`src/rtl/da_skid_decoupler_if.sv`:
```
// Decode->ALU handshake bundle: decode-side request, ALU-side response,
// flush control and the stall performance counter.
interface da_skid_decoupler_if #(
  parameter int DATA_WIDTH = 32,
  parameter int ADDR_WIDTH = 32,
  parameter int CNT_WIDTH  = 16
);
  logic                  flush;
  logic                  D_valid;
  logic                  D_ready;
  logic [DATA_WIDTH-1:0] D_dataA;
  logic [DATA_WIDTH-1:0] D_dataB;
  logic [ADDR_WIDTH-1:0] D_PC;
  logic [DATA_WIDTH-1:0] D_BranchOffset;
  logic [15:0]           D_ctrl;
  logic                  D_RF_wrd;
  logic                  D_kill;
  logic                  A_valid;
  logic                  A_ready;
  logic [DATA_WIDTH-1:0] A_dataA;
  logic [DATA_WIDTH-1:0] A_dataB;
  logic [ADDR_WIDTH-1:0] A_PC;
  logic [DATA_WIDTH-1:0] A_BranchOffset;
  logic [15:0]           A_ctrl;
  logic                  A_RF_wrd;
  logic                  A_kill;
  logic [CNT_WIDTH-1:0]  stall_count;

  modport master (
    output flush, D_valid, D_dataA, D_dataB, D_PC, D_BranchOffset, D_ctrl,
           D_RF_wrd, D_kill, A_ready,
    input  D_ready, A_valid, A_dataA, A_dataB, A_PC, A_BranchOffset, A_ctrl,
           A_RF_wrd, A_kill, stall_count
  );

  modport slave (
    input  flush, D_valid, D_dataA, D_dataB, D_PC, D_BranchOffset, D_ctrl,
           D_RF_wrd, D_kill, A_ready,
    output D_ready, A_valid, A_dataA, A_dataB, A_PC, A_BranchOffset, A_ctrl,
           A_RF_wrd, A_kill, stall_count
  );
endinterface

```
`src/rtl/da_skid_decoupler.sv`:
```
// Decode->ALU pipeline register with a 2-entry skid buffer so D_ready is a
// pure flop output; adds flush, kill-gating and a saturating stall counter.
module da_skid_decoupler #(
  parameter int DATA_WIDTH = 32,
  parameter int ADDR_WIDTH = 32,
  parameter int CNT_WIDTH  = 16
) (
  input  logic             clk,
  input  logic             reset,
  da_skid_decoupler_if.slave bus
);

  typedef struct packed {
    logic [DATA_WIDTH-1:0] dataA;
    logic [DATA_WIDTH-1:0] dataB;
    logic [ADDR_WIDTH-1:0] pc;
    logic [DATA_WIDTH-1:0] boff;
    logic [15:0]           ctrl;
    logic                  rf_wrd;
    logic                  kill;
  } entry_t;

  // Bit0 = OUT valid, bit1 = SKID valid, so D_ready/A_valid come straight off flops.
  typedef enum logic [1:0] {EMPTY = 2'b00, ONE = 2'b01, FULL = 2'b11} state_t;

  state_t               r_state, w_next;
  entry_t               r_out, r_skid, w_in;
  logic [CNT_WIDTH-1:0] r_stall;
  logic                 w_accept, w_drain;
  logic                 w_out_ld_in, w_out_ld_skid, w_skid_ld;

  assign w_accept = bus.D_valid & ~r_state[1];
  assign w_drain  = r_state[0] & bus.A_ready;

  // Killed entries keep their slot but lose RF and data-cache write side effects.
  always_comb begin
    w_in.dataA  = bus.D_dataA;
    w_in.dataB  = bus.D_dataB;
    w_in.pc     = bus.D_PC;
    w_in.boff   = bus.D_BranchOffset;
    w_in.ctrl   = {bus.D_ctrl[15:2], bus.D_ctrl[1] & ~bus.D_kill, bus.D_ctrl[0]};
    w_in.rf_wrd = bus.D_RF_wrd & ~bus.D_kill;
    w_in.kill   = bus.D_kill;
  end

  always_ff @(posedge clk or posedge reset) begin
    if (reset) r_state <= EMPTY;
    else       r_state <= w_next;
  end

  always_comb begin
    w_next = r_state;
    if (bus.flush) w_next = EMPTY;
    else begin
      case (r_state)
        EMPTY: if (w_accept) w_next = ONE;
        ONE: begin
          if (w_accept && !w_drain)      w_next = FULL;
          else if (!w_accept && w_drain) w_next = EMPTY;
        end
        FULL:    if (w_drain) w_next = ONE;
        default: w_next = EMPTY;
      endcase
    end
  end

  always_comb begin
    w_out_ld_in   = 1'b0;
    w_out_ld_skid = 1'b0;
    w_skid_ld     = 1'b0;
    if (!bus.flush) begin
      case (r_state)
        EMPTY: w_out_ld_in = w_accept;
        ONE: begin
          w_out_ld_in = w_accept & w_drain;
          w_skid_ld   = w_accept & ~w_drain;
        end
        FULL:    w_out_ld_skid = w_drain;
        default: ;
      endcase
    end
  end

  // Flush only clears valid state; payload is left as-is.
  always_ff @(posedge clk or posedge reset) begin
    if (reset) begin
      r_out  <= '0;
      r_skid <= '0;
    end else begin
      if (w_out_ld_in)        r_out <= w_in;
      else if (w_out_ld_skid) r_out <= r_skid;
      if (w_skid_ld)          r_skid <= w_in;
    end
  end

  always_ff @(posedge clk or posedge reset) begin
    if (reset) r_stall <= '0;
    else if (r_state[0] && !bus.A_ready && !(&r_stall)) r_stall <= r_stall + 1'b1;
  end

  assign bus.D_ready        = ~r_state[1];
  assign bus.A_valid        = r_state[0];
  assign bus.A_dataA        = r_out.dataA;
  assign bus.A_dataB        = r_out.dataB;
  assign bus.A_PC           = r_out.pc;
  assign bus.A_BranchOffset = r_out.boff;
  assign bus.A_ctrl         = r_out.ctrl;
  assign bus.A_RF_wrd       = r_out.rf_wrd;
  assign bus.A_kill         = r_out.kill;
  assign bus.stall_count    = r_stall;

endmodule

```
`src/flat_wrapper.sv`:
```
// flat-port wrapper written by rule: the top's interface ports become plain ports
module da_skid_decoupler_flat 
#(
  parameter int DATA_WIDTH = 32,
  parameter int ADDR_WIDTH = 32,
  parameter int CNT_WIDTH  = 16
)
  (clk, reset, bus_flush, bus_D_valid, bus_D_dataA, bus_D_dataB, bus_D_PC, bus_D_BranchOffset, bus_D_ctrl, bus_D_RF_wrd, bus_D_kill, bus_A_ready, bus_D_ready, bus_A_valid, bus_A_dataA, bus_A_dataB, bus_A_PC, bus_A_BranchOffset, bus_A_ctrl, bus_A_RF_wrd, bus_A_kill, bus_stall_count);
  da_skid_decoupler_if #(.DATA_WIDTH(DATA_WIDTH), .ADDR_WIDTH(ADDR_WIDTH), .CNT_WIDTH(CNT_WIDTH)) bus_i ();
  input  logic clk;
  input  logic reset;
  input wire logic [$bits(bus_i.flush)-1:0] bus_flush;
  input wire logic [$bits(bus_i.D_valid)-1:0] bus_D_valid;
  input wire logic [$bits(bus_i.D_dataA)-1:0] bus_D_dataA;
  input wire logic [$bits(bus_i.D_dataB)-1:0] bus_D_dataB;
  input wire logic [$bits(bus_i.D_PC)-1:0] bus_D_PC;
  input wire logic [$bits(bus_i.D_BranchOffset)-1:0] bus_D_BranchOffset;
  input wire logic [$bits(bus_i.D_ctrl)-1:0] bus_D_ctrl;
  input wire logic [$bits(bus_i.D_RF_wrd)-1:0] bus_D_RF_wrd;
  input wire logic [$bits(bus_i.D_kill)-1:0] bus_D_kill;
  input wire logic [$bits(bus_i.A_ready)-1:0] bus_A_ready;
  output wire logic [$bits(bus_i.D_ready)-1:0] bus_D_ready;
  output wire logic [$bits(bus_i.A_valid)-1:0] bus_A_valid;
  output wire logic [$bits(bus_i.A_dataA)-1:0] bus_A_dataA;
  output wire logic [$bits(bus_i.A_dataB)-1:0] bus_A_dataB;
  output wire logic [$bits(bus_i.A_PC)-1:0] bus_A_PC;
  output wire logic [$bits(bus_i.A_BranchOffset)-1:0] bus_A_BranchOffset;
  output wire logic [$bits(bus_i.A_ctrl)-1:0] bus_A_ctrl;
  output wire logic [$bits(bus_i.A_RF_wrd)-1:0] bus_A_RF_wrd;
  output wire logic [$bits(bus_i.A_kill)-1:0] bus_A_kill;
  output wire logic [$bits(bus_i.stall_count)-1:0] bus_stall_count;
  assign bus_i.flush = bus_flush;
  assign bus_i.D_valid = bus_D_valid;
  assign bus_i.D_dataA = bus_D_dataA;
  assign bus_i.D_dataB = bus_D_dataB;
  assign bus_i.D_PC = bus_D_PC;
  assign bus_i.D_BranchOffset = bus_D_BranchOffset;
  assign bus_i.D_ctrl = bus_D_ctrl;
  assign bus_i.D_RF_wrd = bus_D_RF_wrd;
  assign bus_i.D_kill = bus_D_kill;
  assign bus_i.A_ready = bus_A_ready;
  assign bus_D_ready = bus_i.D_ready;
  assign bus_A_valid = bus_i.A_valid;
  assign bus_A_dataA = bus_i.A_dataA;
  assign bus_A_dataB = bus_i.A_dataB;
  assign bus_A_PC = bus_i.A_PC;
  assign bus_A_BranchOffset = bus_i.A_BranchOffset;
  assign bus_A_ctrl = bus_i.A_ctrl;
  assign bus_A_RF_wrd = bus_i.A_RF_wrd;
  assign bus_A_kill = bus_i.A_kill;
  assign bus_stall_count = bus_i.stall_count;
  da_skid_decoupler #(.DATA_WIDTH(DATA_WIDTH), .ADDR_WIDTH(ADDR_WIDTH), .CNT_WIDTH(CNT_WIDTH)) u_core (.clk(clk), .reset(reset), .bus(bus_i));
endmodule
```
`config.mk`:
```
export PLATFORM = sky130hd
export DESIGN_NAME = da_skid_decoupler_flat
export DESIGN_NICKNAME = d
export VERILOG_FILES = /design/src/rtl/da_skid_decoupler_if.sv /design/src/rtl/da_skid_decoupler.sv /design/src/flat_wrapper.sv
export SDC_FILE = /design/constraint.sdc
export NUM_CORES = 1
export LEC_CHECK = 0
export CELL_PAD_IN_SITES_DETAIL_PLACEMENT = 1
export CELL_PAD_IN_SITES_GLOBAL_PLACEMENT = 1
export CORE_ASPECT_RATIO = 0.8
export CORE_UTILIZATION = 43
export DETAILED_ROUTE_END_ITERATION = 8
export HOLD_SLACK_MARGIN = 0.02
export PLACE_DENSITY = 0.95
export SETUP_SLACK_MARGIN = 0.3
export SLEW_MARGIN = 5
export SYNTH_ARGS = -nofsm -noshare
export SYNTH_HDL_FRONTEND = slang
export SYNTH_SLANG_ARGS = --single-unit
```
`constraint.sdc`:
```
create_clock -name clk -period 31 [get_ports clk]
set_input_delay 6.2 -clock clk [delete_from_list [all_inputs] [get_ports clk]]
set_output_delay 6.2 -clock clk [all_outputs]
set_load 0.005 [all_outputs]
```
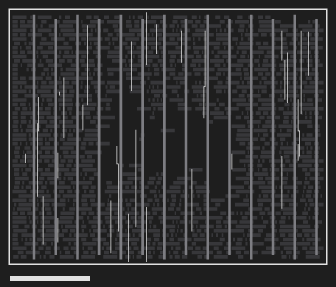
(run_1/m4.png)
Scale bar: 50 um. Supply wires on this layer in gray.
main direction = vertical
longest straight run = 60.5 um
wire length on this layer = 885 um
Vias: 9391
Routed Wire Length: 39850 um

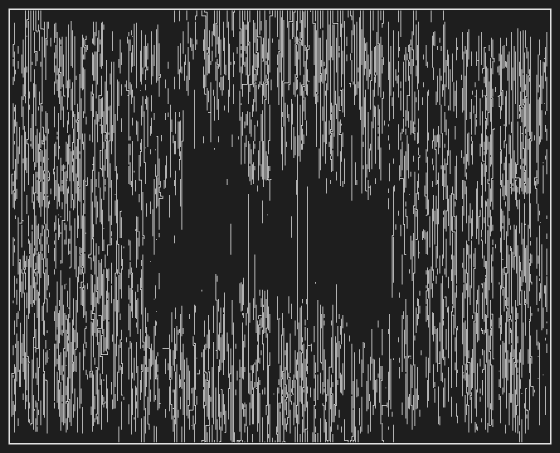
(run_1/m2.png)
nets with wire on the layer = 1419
main direction = vertical
met2 Usage GRT: 0.4678

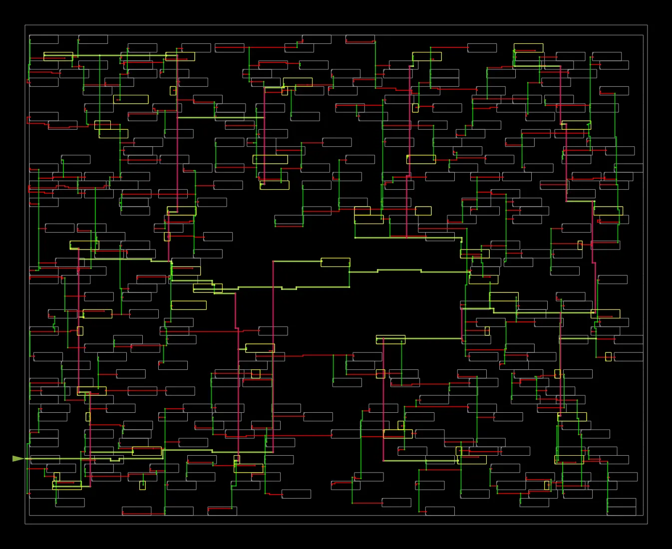
(run_1/clock_nets.png)
FFs & Latches: 310
clk_lat worst skew: 0.57 ns

==> impl_metrics.json, run 1 <==
{
  "antenna-diode-count": 1,
  "crit_path_end_kind": "register",
  "grt_use_total": 0.2550,
  "ff_type": "dfrtp_1",
  "slew_headroom": 0.2191,
  "rsz0062_at_grt": "no",
  "async_flop_share": 1.000,
  "crit_path_end": "u_core.bus.A_dataA[3]",
  "r2r_slack_ns": 27.72,
  "reg2reg_depth": 7,
  "htreeDepth": 1,
  "crit_fanout": 59,
  "p_per_area_mw_per_mm2": 95.11,
  "hold_start": "u_core.r_skid[100]",
  "cts_setup_buffers": 0,
  "placed_cells_incl_taps": 1712,
  "synth_nets": 1204,
  "slew_violations": 0,
  "ys_cells": 1048,
  "clock_path_buffers": 3,
  "cp-startpoint": "bus_flush",
  "stdcell_count": 1768,
  "synth.logic.top_family": "multiplexers",
  "r2r_start": "u_core.r_state[0]",
  "chipArea_mm2": 0.03122,
  "fa_ha_area_frac": 0.004768,
  "ys_ff": 310,
  "initial_utilization": 0.4427,
  "pwr-share-clk": 0.227,
  "cts_resized": 0,
  "remaining_drc_errors": 0,
  "utilization": 0.5911,
  "final_area_mm2": 0.01752,
  "comb_cells": 667,
  "syn_avg_cell_area_um2": 12.52,
  "r2r_end": "u_core.bus.A_dataA[3]",
  "outcome": "finished, final reports clean",
  "ys_sh_xor": 0.006675,
  "p_leak_uw": 0.008359,
  "power_leader": "registers",
  "p_comb_frac": 0.332,
  "post-dp-hpwl_um": 25550,
  "die_h_um": 158.2,
  "ys_area_mm2": 0.01312,
  "mux_share": 0.2392,
  "rows": 56,
  "powerSeq_uw": 735,
  "buf_share": 0.1840
}
## run 1: state kept, by name, indices dropped and copies added (netlist names)
name	cells
u_core.bus.A_RF_wrd	1
u_core.bus.A_dataA	32
u_core.r_skid	146
u_core.bus.A_BranchOffset	32
u_core.bus.A_PC	32
u_core.bus.A_ctrl	16
u_core.bus.A_kill	1
u_core.r_state	2
u_core.bus.stall_count	16
u_core.bus.A_dataB	32
## run 1: routing by layer
layer	vias up	track usage	share of wire
li1	4237	-	-
met1	4804	0.2793	0.37
met2	280	0.4678	0.52
met3	68	0.09288	0.088
met4	2	0.06202	0.022
met5	-	0	0.00033
## run 1: layout by cell type (no fill, tap or decap), types with 2 or more instances in the layout
master and count:
nand4_1 2, clkinvlp_4 2, nor2b_1 2, a21oi_1 149, clkbuf_1 4, inv_1 5
ha_1 5, nor3_2 2, xnor2_1 3, buf_4 8, nand2_1 13, clkbuf_8 3
clkdlybuf4s50_1 314, nand4b_1 2, nand3_1 4, bufinv_16 3, dfrtp_1 310, a41oi_1 2
clkinv_2 12, xor2_1 7, nor2_1 153, a31oi_1 3, mux2_1 95, o21ai_0 3
clkbuf_16 31, nor3_1 3, mux2_2 53, o21ai_1 2, mux2i_1 147, nor4_4 2
nand2b_1 2
## run 1: worst max-delay path: stages
cell	delay, ns
clkdlybuf4s50_1	0.56
nand4b_1	0.19
buf_4	0.55
buf_4	0.92
mux2i_1	0.31
a21oi_1	0.15
## run 1: cell usage after synthesis (4+ instances only)
cell,count
buf_4,9
ha_1,5
a21oi_1,149
xor2_1,7
nor2_1,153
nand3_1,4
nand2_1,13
mux2_1,95
inv_1,6
dfrtp_1,310
mux2_2,53
buf_2,54
mux2i_1,147
==> run 1 -> run 2 <==
CORE_UTILIZATION = 40   (was 43)
PLACE_DENSITY = 0.93   (was 0.95)
clock period = 8 ns   (was 31 ns; I/O delays follow)
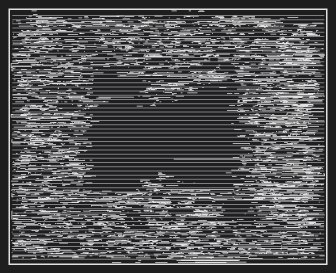
(run_2/m1.png)
Supply wires on this layer in gray.
share of all routed wire = 40%
nets with wire on the layer = 1353
wire length on this layer = 14700 um
longest straight run = 49.7 um

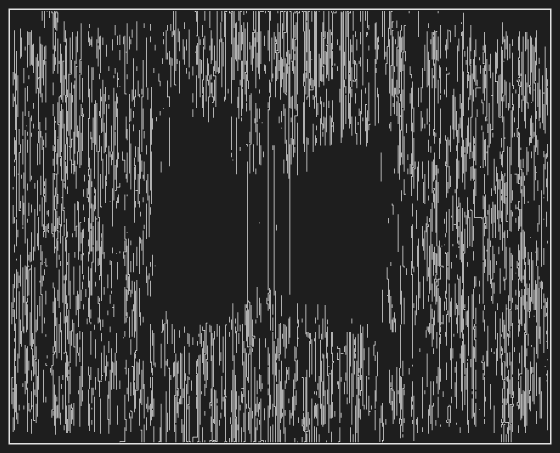
(run_2/m2.png)
main direction = vertical
longest straight run = 70.2 um
share of all routed wire = 50%
Routed Wire Length: 36910 um
met2 Usage GRT: 0.3900
Vias: 9235

==> impl_metrics.json, run 2 <==
{
  "mostFrequentLayoutCell": "clkdlybuf4s50_1",
  "final_area_mm2": 0.01768,
  "rows": 58,
  "ys_cells": 1048,
  "rsz0062_at_grt": "no",
  "dr_wl_met2_um": 18280,
  "highest_layer": "met5",
  "slew_headroom": 0.2539,
  "crit_fanout": 102,
  "outcome": "finished, final reports clean",
  "met1Wirelength_um": 14740,
  "slowest_stage": "buf_4",
  "final_cell_mix": "314 x clkdlybuf4s50_1, 310 x dfrtp_1, 153 x nor2_1",
  "die_h_um": 164.0,
  "chipArea_mm2": 0.03354,
  "cts_resized": 0,
  "clock_path_buffers": 3,
  "met1_usage": 0.2606,
  "clock_latency_ns": 0.56,
  "grt_use_total": 0.2228,
  "syn_avg_cell_area_um2": 12.52,
  "synth.most_common_cell": "dfrtp_1",
  "crit_chain": "clkdlybuf4s50_1 -> a31oi_1 -> or3_4 -> buf_4 -> nor2_1 -> a21oi_1",
  "top_usage_layer": "met2",
  "grt_use_met3": 0.07996,
  "cts_setup_buffers": 0
}
==> run 2: netlist changes by cell type in the layout (fill, tap and decap cells not counted), sizes merged <==
cell	previous run	this run
buf	9	12
bufinv	3	5
clkbuf	38	46
clkinv	12	4
clkinvlp	2	3
diode	1	3
inv	6	5
==> run 2: metrics by stage <==
stage | utilization | cells | worst slack (ns)
after floorplan | - | 1048 | 2.273
after detailed placement | 0.5201 | 1729 | 3.406
after CTS | 0.5546 | 1786 | 3.937
after global routing | 0.5546 | 1786 | 3.744
after global placement | 0.5201 | 1729 | 3.610
final | 0.5549 | 1789 | 3.948
==> run 2: kinds of logic after synthesis <==
| family | Yosys count | share of synthesized area |
|---|---|---|
| DFF | 310 | 0.5912 |
| and+or+nand+nor | 196 | 0.06732 |
| AOI/OAI and AO/OA | 161 | 0.06284 |
| xor gates and xnor gates | 10 | 0.006675 |
| muxes | 295 | 0.2392 |
| adders and majority gates | 5 | 0.004768 |
| buffers and inverters | 71 | 0.02803 |
==> run 2: cell type report <==
type                    instances  area share
well taps                     420     0.02973
flip-flops and latches        310      0.4388
clock buffers                  46     0.05160
repair buffers                326      0.1843
clock inverters                11     0.01069
diodes                          3   0.0004247
inverters                       6    0.001486
multi-input cells             667      0.2829
==> run 2: path summary, 6_finish.rpt <==
kind	end	slack, ns	start	cells past startpoint
max in group asynchronous	u_core.r_skid[127]	5.23	reset	3
min in group asynchronous	u_core.bus.A_PC[20]	1.51	reset	2
hold / removal	u_core.r_skid[1]	0.49	u_core.r_skid[1]	2
setup / recovery	u_core.bus.A_PC[15]	3.95	bus_A_ready	6
hold reg to reg	u_core.r_skid[1]	0.49	u_core.r_skid[1]	2
setup reg to reg	u_core.bus.A_PC[15]	4.63	u_core.r_state[0]	7
==> run 2 -> run 3 <==
clock period = 3.8 ns   (was 8 ns; I/O delays follow)
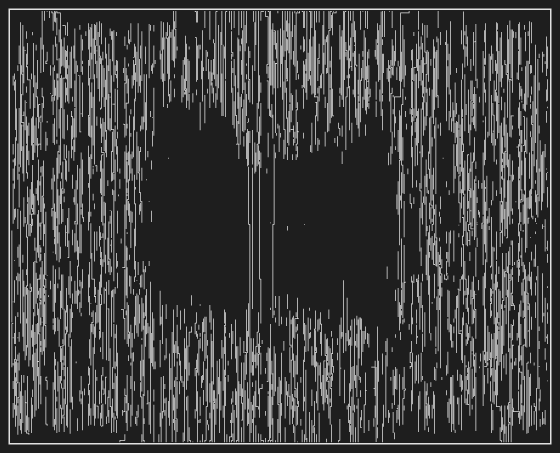
(run_3/m2.png)
longest straight run = 82.3 um
main direction = vertical
Vias: 9453
Routed Wire Length: 39420 um
met2 Usage GRT: 0.4262

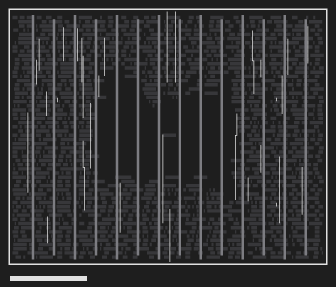
(run_3/m4.png)
Scale bar: 50 um. Supply wires on this layer in gray.
longest straight run = 57.1 um
nets with wire on the layer = 24
share of all routed wire = 2.2%

==> impl_metrics.json, run 3 <==
{
  "outcome": "finished, final reports clean",
  "slew_headroom": 0.4696,
  "nClkBuffers": 53,
  "rows": 58,
  "cts_resized": 0,
  "cts_setup_buffers": 0,
  "highest_layer": "met5",
  "slowest_stage": "clkdlybuf4s50_1",
  "seq_area_frac": 0.4344,
  "largest_class": "flip-flops and latches",
  "tapCellCount": 420,
  "met1Wirelength_um": 14900,
  "inverters": 6,
  "met1_usage": 0.2643,
  "placed_cells_incl_taps": 1735,
  "dr_wl_met2_um": 20180,
  "crit_fanout": 90,
  "top_usage_layer": "met2",
  "die_h_um": 164.0,
  "signal_buffers": 332,
  "crit_chain": "clkdlybuf4s50_1 -> nand4b_1 -> buf_12 -> mux2_2 -> nand2_1 -> o21ai_1",
  "clk_share": 0.06137,
  "chipArea_mm2": 0.03354,
  "ys_cells": 1048,
  "mostFrequentLayoutCell": "clkdlybuf4s50_1",
  "comb_area_share": 0.2800,
  "final_cell_mix": "314 x clkdlybuf4s50_1, 310 x dfrtp_1, 153 x nor2_1",
  "antenna-diode-count": 0,
  "buf_share": 0.1934,
  "seq_cell_count": 310,
  "clock_path_buffers": 3,
  "grt_use_met3": 0.08552,
  "comb_cells": 667,
  "rsz0062_at_grt": "no"
}
-- run 3: cell types whose count changed in the layout (fill, tap and decap cells not counted), sizes merged --
cell | previous run | this run
clkbuf | 46 | 53
buf | 12 | 18
bufinv | 5 | 1
diode | 3 | 0
clkinvlp | 3 | 1
-- run 3: logic make-up after synthesis --
group | synth area share
flops | 0.5912
mux | 0.2392
simple gates | 0.06732
compound gates | 0.06284
xor+xnor | 0.006675
fa+ha+maj | 0.004768
buf+inv | 0.02803
-- run 3: final timing paths --
check | to | from | slack, ns | cells past startpoint
worst max-delay path | u_core.bus.A_RF_wrd | bus_flush | 1.36 | 6
worst min-delay path | u_core.r_skid[3] | u_core.r_skid[3] | 0.48 | 2
worst max register to register | u_core.bus.A_RF_wrd | u_core.r_state[0] | 1.46 | 6
worst min register to register | u_core.r_skid[3] | u_core.r_skid[3] | 0.48 | 2
max in group asynchronous | u_core.bus.A_dataA[31] | reset | 2.18 | 3
min in group asynchronous | u_core.bus.A_ctrl[2] | reset | 0.72 | 2
-- run 3: power breakdown --
group | switching (uW) | internal (uW)
Combinational | 1830 | 2710
Sequential | 1060 | 4910
Clock | 1310 | 1950
Total | 4190 | 9580
-- run 3: worst min-delay path, stage by stage, from the launching register on --
cell and delay [ns]:
dfrtp_1 0.34, nand2_1 0.04, o21ai_0 0.06
-- run 3: per-stage QoR --
| step | utilization | area, um^2 | setup WS, ns |
|---|---|---|---|
| floorplan | - | 13130 | -1.087 |
| global placement | 0.5262 | 16760 | 0.9496 |
| detailed placement | 0.5262 | 16760 | 0.9242 |
| CTS | 0.5606 | 17860 | 1.387 |
| global route | 0.5606 | 17860 | 1.315 |
| finish | 0.5606 | 17860 | 1.365 |

==> layout pictures side by side <==
M3 wires.
(a)
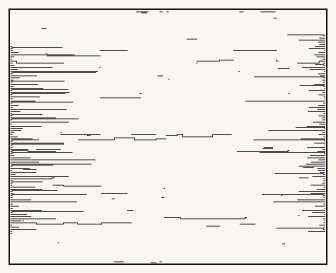
(b)
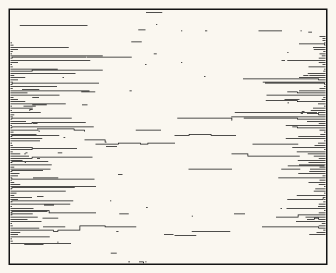
(c)
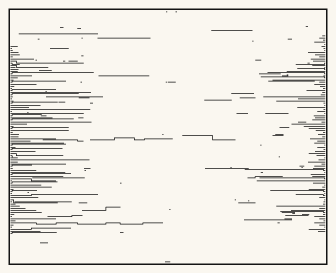
- run 2 = (a)
- run 1 = (b)
- run 3 = (c)

Power is estimated from default activity; no workload was simulated.
